**src/rtl/ncore_rst_pkg.sv**
```systemverilog
// Shared definitions for the Ncore reset sequencer: sequencer state encoding,
// minimum synchroniser depth and a width helper for counters and indices.
package ncore_rst_pkg;

    typedef enum logic [2:0] {
        SYNC     = 3'd0,
        STAGGER  = 3'd1,
        WAIT_ACK = 3'd2,
        NEXT     = 3'd3,
        DONE     = 3'd4
    } seq_state_e;

    localparam int NCORE_RST_SYNC_MIN = 2;

    // Bits needed to hold the values 0..n_values-1, never less than one.
    function automatic int width_of(input int n_values);
        return (n_values <= 2) ? 1 : $clog2(n_values);
    endfunction

endpackage

```
**src/rtl/ncore_rst_sync.sv**
```systemverilog
// Reset synchroniser: asserts asynchronously, deasserts after SYNC_STAGES
// rising edges of clk_fr.
//   clk_fr   in   free-running clock
//   rst      in   raw reset, asynchronous, active-low
//   rst_sync out  synchronised reset, active-low
module ncore_rst_sync
    import ncore_rst_pkg::*;
#(
    parameter int SYNC_STAGES = 2
) (
    input  logic clk_fr,
    input  logic rst,
    output logic rst_sync
);

    // A chain shorter than two flops gives no metastability protection.
    localparam int STAGES = (SYNC_STAGES < NCORE_RST_SYNC_MIN) ? NCORE_RST_SYNC_MIN : SYNC_STAGES;

    logic [STAGES-1:0] sync_q;

    always_ff @(posedge clk_fr or negedge rst) begin
        if (!rst) begin
            sync_q <= '0;
        end else begin
            sync_q <= {sync_q[STAGES-2:0], 1'b1};
        end
    end

    assign rst_sync = sync_q[STAGES-1];

endmodule

```
**src/rtl/ncore_rst_sequencer.sv**
```systemverilog
// Staged per-domain reset release for the Ncore DUT. Reset assertion is
// asynchronous; release is synchronised and then walks the domains in index
// order, each release preceded by a stagger delay and optionally followed by
// a bounded wait for that domain's ready acknowledge.
//   clk_fr        in   free-running clock
//   rst           in   raw reset, asynchronous, active-low
//   soft_rst_req  in   single-cycle pulse, re-runs the sequence
//   dom_ack       in   per-domain ready (level)
//   rst_dom_n     out  per-domain reset, active-low, straight from flops
//   seq_done      out  all domains released
//   timeout_err   out  sticky, some acknowledge timed out
//   err_domain    out  domain index of the first timeout
//
// state    | meaning
// ---------+--------------------------------------------------------------
// SYNC     | waiting for the synchronised raw reset to deassert
// STAGGER  | counting down before releasing domain idx
// WAIT_ACK | domain idx released, waiting for dom_ack[idx] or timeout
// NEXT     | domain idx released without ack wait, advance to next domain
// DONE     | every domain released
module ncore_rst_sequencer
    import ncore_rst_pkg::*;
#(
    parameter int                     NUM_DOMAINS    = 4,
    parameter int                     SYNC_STAGES    = 2,
    parameter int                     STAGGER_CYCLES = 8,
    parameter logic [NUM_DOMAINS-1:0] ACK_MASK       = '1,
    parameter int                     ACK_TIMEOUT    = 255
) (
    input  logic                                clk_fr,
    input  logic                                rst,
    input  logic                                soft_rst_req,
    input  logic [NUM_DOMAINS-1:0]              dom_ack,
    output logic [NUM_DOMAINS-1:0]              rst_dom_n,
    output logic                                seq_done,
    output logic                                timeout_err,
    output logic [width_of(NUM_DOMAINS)-1:0]    err_domain
);

    localparam int IDX_W  = width_of(NUM_DOMAINS);
    localparam int CNT_W  = width_of(STAGGER_CYCLES);
    localparam int TCNT_W = width_of(ACK_TIMEOUT + 1);

    localparam logic [CNT_W-1:0]  STAGGER_LOAD = CNT_W'(STAGGER_CYCLES - 1);
    localparam logic [TCNT_W-1:0] TIMEOUT_VAL  = TCNT_W'(ACK_TIMEOUT);
    localparam logic [IDX_W-1:0]  LAST_IDX     = IDX_W'(NUM_DOMAINS - 1);

    logic                   rst_sync;
    seq_state_e             state_q, state_d;
    logic [IDX_W-1:0]       idx_q, idx_d;
    logic [CNT_W-1:0]       cnt_q, cnt_d;
    logic [TCNT_W-1:0]      tcnt_q, tcnt_d;
    logic [NUM_DOMAINS-1:0] rst_dom_q, rst_dom_d;
    logic                   seq_done_q, seq_done_d;
    logic                   timeout_err_q, timeout_err_d;
    logic [IDX_W-1:0]       err_domain_q, err_domain_d;
    logic [NUM_DOMAINS-1:0] idx_bit;
    logic                   advance;

    ncore_rst_sync #(
        .SYNC_STAGES (SYNC_STAGES)
    ) u_sync (
        .clk_fr   (clk_fr),
        .rst      (rst),
        .rst_sync (rst_sync)
    );

    assign idx_bit = NUM_DOMAINS'(1) << idx_q;

    always_comb begin
        state_d       = state_q;
        idx_d         = idx_q;
        cnt_d         = cnt_q;
        tcnt_d        = tcnt_q;
        rst_dom_d     = rst_dom_q;
        seq_done_d    = seq_done_q;
        timeout_err_d = timeout_err_q;
        err_domain_d  = err_domain_q;
        advance       = 1'b0;

        if (soft_rst_req && (state_q != SYNC)) begin
            // Error status survives a soft re-run so software can still read it.
            state_d    = STAGGER;
            idx_d      = '0;
            cnt_d      = STAGGER_LOAD;
            tcnt_d     = '0;
            rst_dom_d  = '0;
            seq_done_d = 1'b0;
        end else begin
            case (state_q)
                SYNC: begin
                    if (rst_sync) begin
                        cnt_d   = STAGGER_LOAD;
                        state_d = STAGGER;
                    end
                end
                STAGGER: begin
                    if (cnt_q != '0) begin
                        cnt_d = cnt_q - CNT_W'(1);
                    end else begin
                        rst_dom_d = rst_dom_q | idx_bit;
                        // Done means "all released", so it rises with the last release.
                        if (idx_q == LAST_IDX) begin
                            seq_done_d = 1'b1;
                        end
                        tcnt_d  = '0;
                        state_d = ACK_MASK[idx_q] ? WAIT_ACK : NEXT;
                    end
                end
                WAIT_ACK: begin
                    // Leaving WAIT_ACK advances directly, so an ack-tied domain
                    // costs the same as a domain that skips the ack wait.
                    if (dom_ack[idx_q]) begin
                        advance = 1'b1;
                    end else if (tcnt_q == TIMEOUT_VAL) begin
                        timeout_err_d = 1'b1;
                        if (!timeout_err_q) begin
                            err_domain_d = idx_q;
                        end
                        advance = 1'b1;
                    end else begin
                        tcnt_d = tcnt_q + TCNT_W'(1);
                    end
                end
                NEXT: begin
                    advance = 1'b1;
                end
                DONE: begin
                    state_d = DONE;
                end
                default: begin
                    state_d = SYNC;
                end
            endcase

            if (advance) begin
                if (idx_q == LAST_IDX) begin
                    state_d    = DONE;
                    seq_done_d = 1'b1;
                end else begin
                    idx_d   = idx_q + IDX_W'(1);
                    cnt_d   = STAGGER_LOAD;
                    state_d = STAGGER;
                end
            end
        end
    end

    always_ff @(posedge clk_fr or negedge rst) begin
        if (!rst) begin
            state_q       <= SYNC;
            idx_q         <= '0;
            cnt_q         <= '0;
            tcnt_q        <= '0;
            rst_dom_q     <= '0;
            seq_done_q    <= 1'b0;
            timeout_err_q <= 1'b0;
            err_domain_q  <= '0;
        end else begin
            state_q       <= state_d;
            idx_q         <= idx_d;
            cnt_q         <= cnt_d;
            tcnt_q        <= tcnt_d;
            rst_dom_q     <= rst_dom_d;
            seq_done_q    <= seq_done_d;
            timeout_err_q <= timeout_err_d;
            err_domain_q  <= err_domain_d;
        end
    end

    assign rst_dom_n   = rst_dom_q;
    assign seq_done    = seq_done_q;
    assign timeout_err = timeout_err_q;
    assign err_domain  = err_domain_q;

endmodule
```
**config.mk**
```make
export PLATFORM = sky130hd
export DESIGN_NAME = ncore_rst_sequencer
export DESIGN_NICKNAME = d
export VERILOG_FILES = /design/src/rtl/ncore_rst_pkg.sv /design/src/rtl/ncore_rst_sync.sv /design/src/rtl/ncore_rst_sequencer.sv
export SDC_FILE = /design/constraint.sdc
export NUM_CORES = 1
export LEC_CHECK = 0
export ABC_AREA = 0
export CAP_MARGIN = 20
export CORE_MARGIN = 2
export CORE_UTILIZATION = 45
export CTS_CLUSTER_DIAMETER = 200
export DETAILED_ROUTE_END_ITERATION = 6
export PLACE_DENSITY = 0.66
export SETUP_SLACK_MARGIN = 0.15
export SLEW_MARGIN = 25
export SYNTH_ARGS = -nofsm -noshare
export SYNTH_HDL_FRONTEND = slang
export SYNTH_HIERARCHICAL = 1
export SYNTH_SLANG_ARGS = --single-unit
```
**constraint.sdc**
```tcl
create_clock -name clk_fr -period 5 [get_ports clk_fr]
set_input_delay 0.75 -clock clk_fr [delete_from_list [all_inputs] [get_ports clk_fr]]
set_output_delay 0.75 -clock clk_fr [all_outputs]
set_load 0.02 [all_outputs]
```
==> run_1/clock_map.png <==
The bar under the picture is 20 um long.
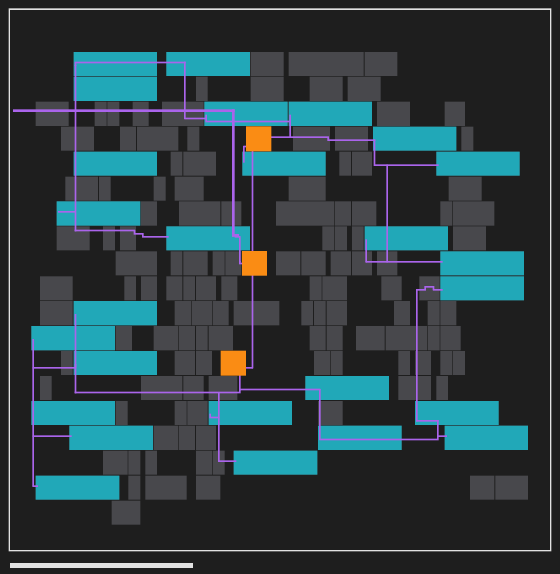
Cyan is flip-flops, count 26. Purple is clock wires, length 297 um. Orange is cells driving clock nets, count 3.
Position of the flops: spread over the die.
worst skew pair latency: 0.31 ns
Clock power frac: 25.0%
power in the clock group: 84.3 uW
Worst Skew: 0.00178 ns

==> run_1/registers.png <==
Other sequential cells in the stronger grey, the rest of the logic in the fainter grey.
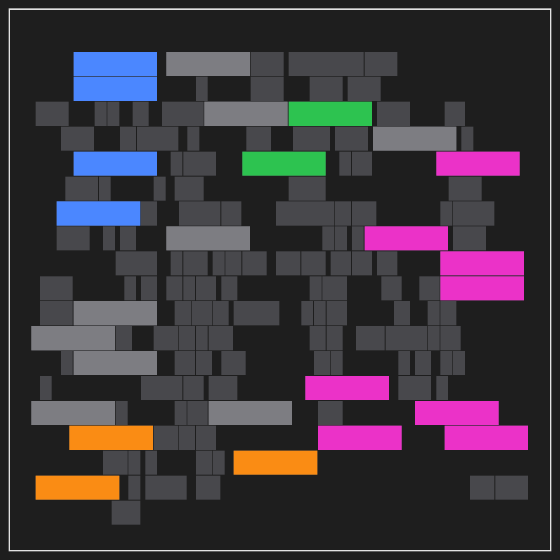
Magenta is tcnt_q, sequential cells 8. Blue is rst_dom_n, sequential cells 4, where upper left. Orange is cnt_q, sequential cells 3. Green is err_domain, sequential cells 2.
Another 9 sequential cells are not coloured.
sequential cell area share: 42.2%
sequential power: 219 uW
Register Area: 651 um^2
Final Util: 55.0%

==> run_1/gate_families.png <==
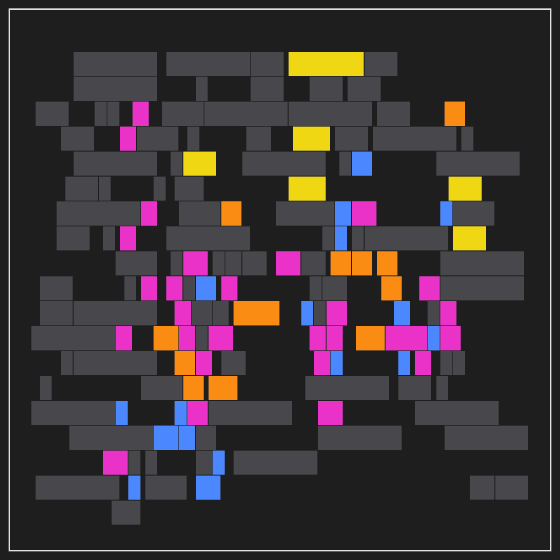
Magenta is inverting AOI/OAI gates, cells 27. Blue is NAND gates, cells 17. Yellow is multiplexers, cells 6. Orange is AND and OR gates, cells 12, where centre.
Non-Filler Instances: 182
most frequent logic cell in the layout: dfrtp_1
combinational share of cell area: 42.1%

==> run_1/final_clocks.png <==
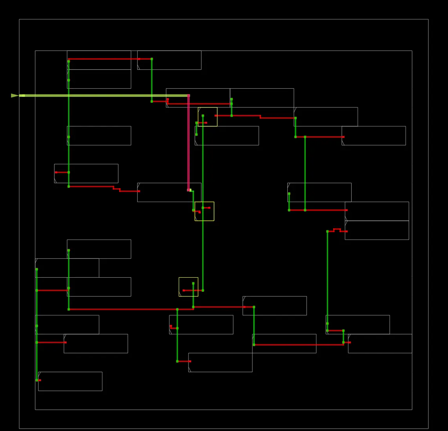
Clock Sinks: 26
CLK BUF: 3
TritonCTS Buffers: 3
num sequential: 26

==> results.yml, run 1 <==
# flow metrics
power_and_ir_drop:
  swShare_pct: 23.3
  internal_power_uw: 258
  ir_drop_mv: 0.136
  p_seq_share_pct: 65.1
  p_comb_uw: 33.2
  combPwrFrac_pct: 9.8
  p_switching_uw: 78.5
  p_total_uw: 337
  power-top-group: "registers"
  p_per_area_nw_per_um2: 218
  p_leak_uw: 0.000679
timing:
  rsz0062_at_grt: "false"
  slew_violations: 0
  fin_tns_setup_ns: 0
  finalSetupViolations: 0
  postLayoutSetupSlackWorst_ns: 2.64
  max_freq_ghz: 0.423
  period_needed_ns: 2.36
  period_used_pct: 47.3
  relSlewSlack_pct: 57.8
  fin_hold_ws_ns: 0.369
  hold_violations: 0
  tightest_slew_ns: 0.628
yosys:
  netlist_top_cells_area: "dfrtp_1 48%, ha_1 6.5%, nor2_1 4.7%"
  top_cell: "dfrtp_1"
  yosysChipArea_um2: 1360
  yosys.area.top_type_share_pct: 47.9
  async_flop_share_pct: 100
  ys_ff: 26
  ys_cells: 137
  synth-edff-count: 0
  ys_types: 41
  synth_cells: 137
  synthFlopType: "dfrtp_1"
  ys_warn_count: 6
  avgSynthCellArea_um2: 9.91
  synth_top_cell_by_area: "dfrtp_1"
  synth.cell_area_um2: 1360
  synth_nets: 151
  top_cells_by_count: "26 x dfrtp_1, 17 x nor2_1, 10 x a21oi_1, 10 x nand2_1, 8 x inv_1"
  postSynthSeqShare_pct: 47.9
routing:
  first_pass_iters: 4
  drc: 0
  met1_length_um: 1180
  wire_per_inst_um: 13.8
  drt_iter0_markers: 33
  routed_via_density: 5.63
  ant_nets: 0
  wl_um: 2520
  wl_met2_um: 1240
  met3_length_um: 74
  vias: 1024
  routed.top_layer: "met4"
global_route:
  grt_max_degree: 27
  antenna_found_initial: 0
  use_met1_pct: 22.1
  grt_pass1_vias: 1088
  use_met2_pct: 28.6
  grt_pass1_wl_um: 4570
  grt.busiest_layer: "met2"
  grt_overflow: 0
  grt_util_all_layers_pct: 17.0
  grtUsageMet3_pct: 2.20
floorplanning:
  die_h_um: 58.9
  io_pins: 15
  fp.dieW_um: 58.9
  fp-row-count: 19
  initial_core_util_pct: 48.4
  die_area_um2: 3470
  core_um2: 2810
clock_network:
  post_cts_buffers: 0
  cts-root-buf: "clkbuf_4"
  cts.reportedPaths.clkPinSlew_ns: 0.13
  cts_tree: "built"
  cts_resized: 0
  htreeDepth: 1
  hold_buffers: 0
  clockBufferDepth: 2
run_status:
  outcome: "finished, final reports clean"
setup_path:
  cp-start-kind: "primary input"
  cpMaxStageDelayCell: "or4b_4"
  r2r-end: "cnt_q[1]"
  critPathCaptureType: "register"
  criticalPathCategory: "in -> reg"
  worstPathCellList: "clkdlybuf4s50_1 -> or4b_4 -> a211o_4 -> nor3_2 -> nor2_1 -> a31oi_2"
  r2r_cells: 5
  worst-endpoint-required_ns: 5.24
  path_delay_family: "simple AND/OR/NAND/NOR gates"
  crit_end: "tcnt_q[7]"
  crit_buf_inv: 1
  ff2ff_setup_slack_ns: 2.96
  cp.arrival_ns: 2.60
  reg2reg_from: "idx_q[0]"
  setup.worst_path.start: "soft_rst_req"
  crit_fanout: 7
  slowest_delay_ns: 0.57
  worst-path-stages: 6
layout:
  final_cell_mix: "26 x dfrtp_1, 17 x nor2_1, 14 x clkdlybuf4s50_1"
  nNetsFinal: 167
  drive_gt1_share_pct: 7.28
  areaGrowthSynthToFinish_pct: 13.6
  fin_area_um2: 1540
  antennaDiodeCount: 0
place:
  dp_cells: 179
  dp_slack_ns: 2.31
  postPlaceCellArea_um2: 1520
  port_buffers: 14
  place_hpwl_um: 1840
  gp_congestion: 0.747
flow_run:
  drv_cap: 0
  log.warning_count: 30
min_path:
  hold_class: "reg -> reg"
  whs_path_depth: 0
  min_from: "u_sync/sync_q[0]"
  min_to: "u_sync/sync_q[1]"
-- run 1: layout make-up --
class / instances / area (um^2)
Sequential cell: 26 / 651
Fill cell: 261 / 1260
Timing Repair Buffer: 15 / 148
Multi-Input combinational cell: 98 / 649
Clock buffer: 3 / 22.5
Tap cell: 31 / 38.8
Inverter: 9 / 33.8
-- run 1: logic make-up after synthesis --
logic type / share of synthesized area, %
buffers and inverters: 4.24
muxes: 5.53
AOI/OAI and AO/OA: 13.8
other: 0.276
xor gates and xnor gates: 1.29
adders and majority gates: 6.45
and+or+nand+nor: 20.5
DFF: 47.9
-- run 1: state kept, by name, summed over array words and instances, names as in the netlist --
name	count
cnt_q	3
err_domain	2
idx_q	2
rst_dom_n	4
seq_done	1
state_q	3
tcnt_q	8
timeout_err	1
u_sync/sync_q	2
==> run_1/drive_strength.png <==
The bar under the picture is 20 um long.
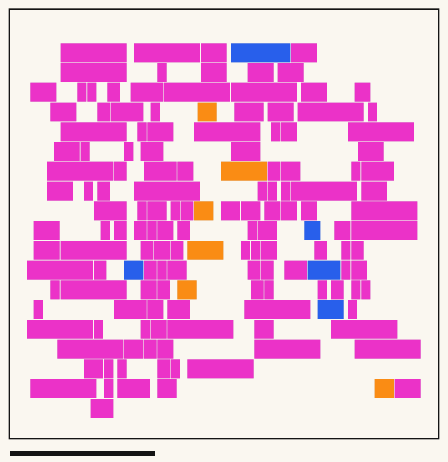

==> run 2, diff against run 1 <==
clock period = 2.4 ns   (was 5 ns; I/O delays follow)
==> run_2/drive_strength.png <==
The bar under the picture is 20 um long.
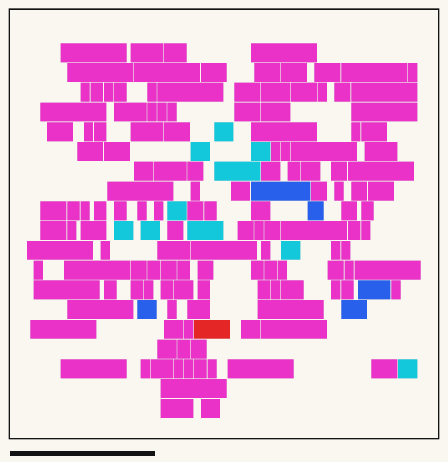
Magenta is drive 1 or less, cells 140, most used dfrtp_1. Red is drive 6 and up, cells 1, most used clkbuf_8. Cyan is drive 3 to 4, cells 10, most used buf_4. Blue is drive 2, cells 5.
post-layout instance area: 1590 um^2
final worst slack: 0.367 ns
number of non-clock buffers in the layout: 19
area delta synth->final: 16.9%

==> run_2/gate_families.png <==
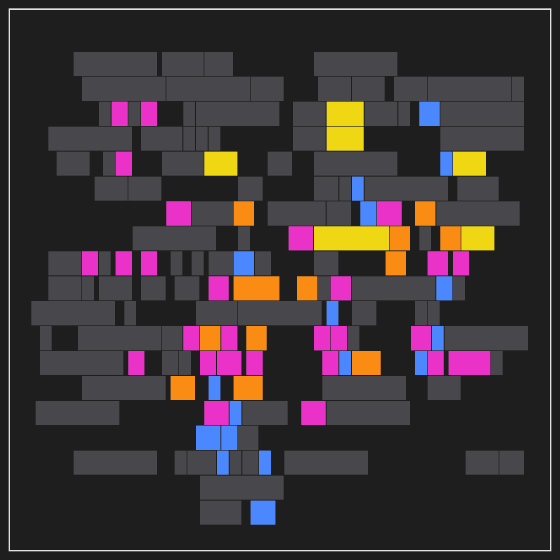
combinational share of cell area: 40.9%
Non-Filler Instances: 187

==> run 2 against run 1 <==
  * Worst setup slack got worse by 2.3 ns
  * Die area is the same
  * Combinational power grew 130%
  * Largest power group unchanged
  * Sequential share of layout area is 1.2 points lower
  * Flip-flop count unchanged
  * Via count shrank 1.6%
  * Clock skew is 0.0011 ns higher
  * Power rose by 120%
  * Clock power rose to 2.6 times the previous value
  * Highest routed layer unchanged
  * Critical endpoint is now cnt_q[1]
  * Worst hold slack is essentially flat
  * Sequential power rose by 110%
==> results.yml, run 2 <==
# flow metrics
layout:
  clock_area_share_pct: 2.29
  bufAreaShareNonClock_pct: 11.2
  seq_area_um2: 651
  ff_count: 26
  num-nonclk-inverters: 9
  seq_area_share_pct: 41.0
  mi_logic_area_um2: 649
  fill_cells: 243
  drive_gt1_share_pct: 10.3
  regMostFlops: "tcnt_q"
  clock_buffers: 4
  lay_top_count: "dfrtp_1"
  final_cell_mix: "26 x dfrtp_1, 17 x nor2_1, 14 x clkdlybuf4s50_1"
  antennaDiodeCount: 0
  comb_cells: 98
  largest_reg_flops: 8
  post-route-util_pct: 56.6
clock_network:
  clock_latency_ns: 0.31
  cts.reportedPaths.clkPinSlew_ns: 0.14
  cts-root-buf: "clkbuf_4"
  cts_resized: 0
  hold_buffers: 0
  cts_tree: "built"
  htreeDepth: 1
  numCtsBuffers: 3
  clockBufferDepth: 2
  cts.sinks: 26
floorplanning:
  initial_core_util_pct: 48.4
  tap_cells: 31
  core_um2: 2810
  fp.dieW_um: 58.9
  die_h_um: 58.9
  io_pins: 15
  die_area_um2: 3470
  fp-row-count: 19
yosys:
  synth-xor-area-share_pct: 1.29
  synthFlopType: "dfrtp_1"
  postSynthSeqShare_pct: 47.9
  ys_sh_mux_pct: 5.53
  async_flop_share_pct: 100
  top_cell: "dfrtp_1"
  netlist_top_cells_area: "dfrtp_1 48%, ha_1 6.5%, nor2_1 4.7%"
  yosysChipArea_um2: 1360
  synth-edff-count: 0
  ys_ff: 26
  synth_top_cell_by_area: "dfrtp_1"
  synth_nets: 151
  ys_warn_count: 6
  synth.cell_area_um2: 1360
  top_cells_by_count: "26 x dfrtp_1, 17 x nor2_1, 10 x a21oi_1, 10 x nand2_1, 8 x inv_1"
  synthSimpleGateAreaFrac_pct: 20.5
  yosys.area.top_type_share_pct: 47.9
timing:
  finalSetupViolations: 0
  fin_tns_setup_ns: 0
  max_freq_ghz: 0.492
  rsz0062_at_grt: "false"
  period_needed_ns: 2.03
  slew_violations: 0
  period_used_pct: 84.7
  hold_violations: 0
  fin_skew_ns: 0.00289
place:
  port_buffers: 14
  postPlaceCellArea_um2: 1550
  dp_cells: 183
  dp_slack_ns: 0.130
setup_path:
  cp-start-kind: "register"
  reg2reg_from: "idx_q[0]"
  crit_end: "cnt_q[1]"
  critPathCaptureType: "register"
  r2r-end: "cnt_q[1]"
  worst-endpoint-required_ns: 2.60
  criticalPathCategory: "reg -> reg"
  cp.arrival_ns: 2.23
  slowest_delay_ns: 0.60
  worstPathCellList: "mux4_2 -> a211oi_1 -> or3_1 -> and2_1 -> o211ai_1"
  r2r_cells: 5
global_route:
  antenna_found_initial: 0
  grt_overflow: 0
  grt_util_all_layers_pct: 17.4
power_and_ir_drop:
  p_seq_share_pct: 60.6
  combPwrFrac_pct: 10.2
  pg_seq_uw: 458
  power-top-group: "registers"
  p_total_uw: 755
  p_comb_uw: 77.2
  p_clk_uw: 220
  ir_drop_mv: 0.230
  p_per_area_nw_per_um2: 476
flow_run:
  drv_cap: 0
min_path:
  hold_class: "reg -> reg"
  whs_path_depth: 0
  min_from: "u_sync/sync_q[0]"
  min_to: "u_sync/sync_q[1]"
routing:
  wire_per_inst_um: 14.4
  drc: 0
  routed_via_density: 5.39
  routed.top_layer: "met4"
  met3_length_um: 75
  drt_iter0_markers: 52
  vias: 1008
  ant_nets: 0
run_status:
  outcome: "finished, final reports clean"
-- run 2: cell count changes in the layout (fill, tap and decap cells not counted) --
cell,previous run,this run
buf_4,1,5
clkbuf_8,0,1
-- run 2: routing by layer --
layer	track usage, %	vias to the layer above
met3	3.30	2
li1	-	511
met4	4.55	0
met1	21.7	481
met2	30.8	14
met5	0	-
-- run 2: logic make-up after synthesis --
family / Yosys count
flops: 26
xor+xnor: 2
buf+inv: 13
other cells: 1
fa+ha+maj: 7
mux: 6
simple gates: 53
compound gates: 29
-- run 2: critical path, delay by kind of cell, from the launching register on --
| kind | cells | cell delay, ns |
|---|---|---|
| mux | 1 | 0.60 |
| flops | 1 | 0.49 |
| simple gates | 2 | 0.46 |
| compound gates | 2 | 0.37 |
==> run_2/final_clocks.png <==
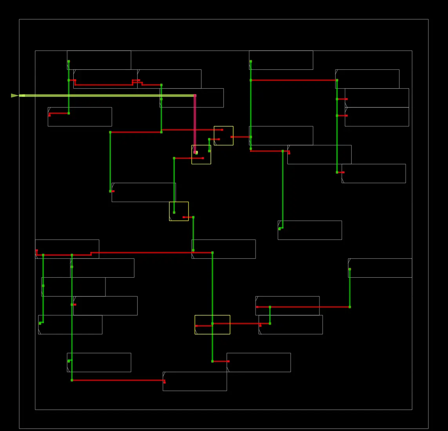

==> run 3, diff against run 2 <==
clock period = 1.9 ns   (was 2.4 ns; I/O delays follow)
==> run_3/final_clocks.png <==
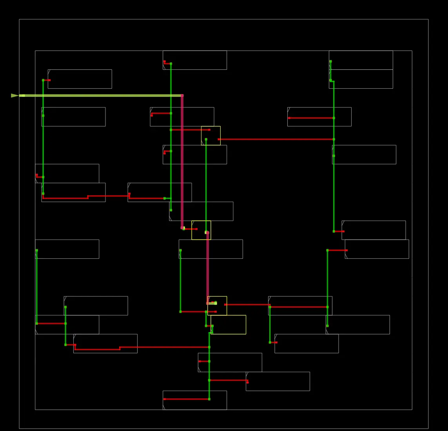
worst skew pair latency: 0.32 ns
power in the clock group: 280 uW
Worst Skew: 0.00154 ns
CLK BUF: 4

==> run_3/drive_strength.png <==
The bar under the picture is 20 um long.
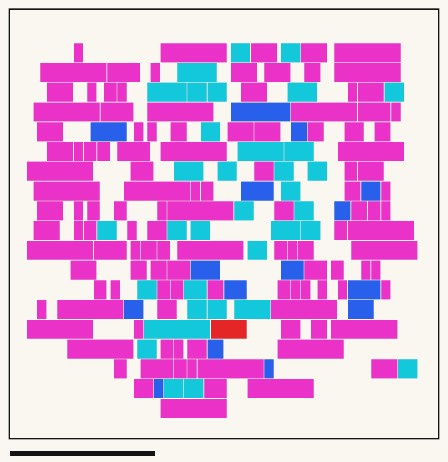
number of non-clock buffers in the layout: 35
final worst slack: 0.117 ns
area delta synth->final: 31.3%
post-layout instance area: 1780 um^2

==> run 3 against run 2 <==
  * Core utilization grew 7.0 points
  * Fmax grew 14%
  * Count of clock-buffer cells in the layout is the same
  * Combinational power grew 83%
  * Flip-flop count is the same
  * Routed wire length grew 12%
  * Synthesized cell count is the same
  * Die area is the same
  * Register-to-register slack lost 0.25 ns
  * Final area grew 12%
  * Worst setup slack lost 0.25 ns
  * Synthesized area is the same
  * Highest routed layer unchanged
==> results.yml, run 3 <==
# flow metrics
yosys:
  ys_warn_count: 6
  netlist_top_cells_area: "dfrtp_1 48%, ha_1 6.5%, nor2_1 4.7%"
  yosysChipArea_um2: 1360
  synthSimpleGateAreaFrac_pct: 20.5
  synth-edff-count: 0
  synthFlopType: "dfrtp_1"
  async_flop_share_pct: 100
  synth.cell_area_um2: 1360
  synth_top_cell_by_area: "dfrtp_1"
  synth-xor-area-share_pct: 1.29
  yosys.area.top_type_share_pct: 47.9
  top_cell: "dfrtp_1"
  synth_nets: 151
  postSynthSeqShare_pct: 47.9
floorplanning:
  die_h_um: 58.9
  tap_cells: 31
  io_pins: 15
  core_um2: 2810
  fp.dieW_um: 58.9
place:
  dp_cells: 191
  port_buffers: 14
setup_path:
  criticalPathCategory: "reg -> reg"
  slowest_delay_ns: 0.60
  worstPathCellList: "mux4_2 -> a211oi_2 -> or3_4 -> mux2i_2 -> nor2_1"
  cp-start-kind: "register"
  r2r_cells: 5
  cp.arrival_ns: 2.00
  r2r-end: "idx_q[1]"
  path_delay_family: "multiplexers"
  worst-path-stages: 5
  worst-endpoint-required_ns: 2.12
  reg2reg_from: "idx_q[0]"
routing:
  routed_via_density: 5.51
  ant_nets: 0
  drc: 0
  drt_iter0_markers: 16
power_and_ir_drop:
  ir_drop_mv: 0.397
  p_per_area_nw_per_um2: 560
  p_comb_uw: 141
  pg_seq_uw: 579
timing:
  slew_violations: 0
  period_used_pct: 93.8
  hold_violations: 0
  max_freq_ghz: 0.561
  rsz0062_at_grt: "true"
  fin_tns_setup_ns: 0
  finalSetupViolations: 0
layout:
  bufAreaShareNonClock_pct: 16.7
  num-nonclk-inverters: 9
  clock_area_share_pct: 2.04
  fill_cells: 232
  ff_count: 26
  lay_top_count: "dfrtp_1"
  regMostFlops: "tcnt_q"
  final_cell_mix: "26 x dfrtp_1, 21 x buf_4, 14 x nor2_1, 14 x clkdlybuf4s50_1, 9 x a21oi_1"
  antennaDiodeCount: 0
  comb_cells: 98
  comb_area_share_pct: 40.7
min_path:
  hold_class: "in -> async"
flow_run:
  drv_cap: 0
run_status:
  outcome: "finished, final reports clean"
global_route:
  grt_util_all_layers_pct: 18.7
clock_network:
  cts_tree: "built"
  cts.sinks: 26
## run 3: metrics by stage
| step | util, % | area (um^2) | setup slack, ns |
|---|---|---|---|
| after floorplan | - | 1360 | 0.101 |
| after global placement | 57.6 | 1620 | -0.209 |
| after detailed placement | 57.6 | 1620 | -0.279 |
| after CTS | 61.4 | 1720 | 0.112 |
| after global routing | 63.6 | 1780 | 0.0124 |
| final | 63.6 | 1780 | 0.117 |
## run 3: timing repair
item | in CTS | in global routing
pin swaps | 8 | 9
resized | 13 | 11
endpoints found under the setup margin | 14 | 16
buffers inserted | 3 | 5
## run 3: per-layer routing
metal  global-route usage, %  vias up  part of all wire, %
li1                        -      541                    -
met1                    22.6      558                   45
met2                    33.7       14                   52
met3                    2.20        6                  1.7
met4                    7.14        0                  1.6
met5                       0        -                    0
Power and IR drop assume default switching activity.
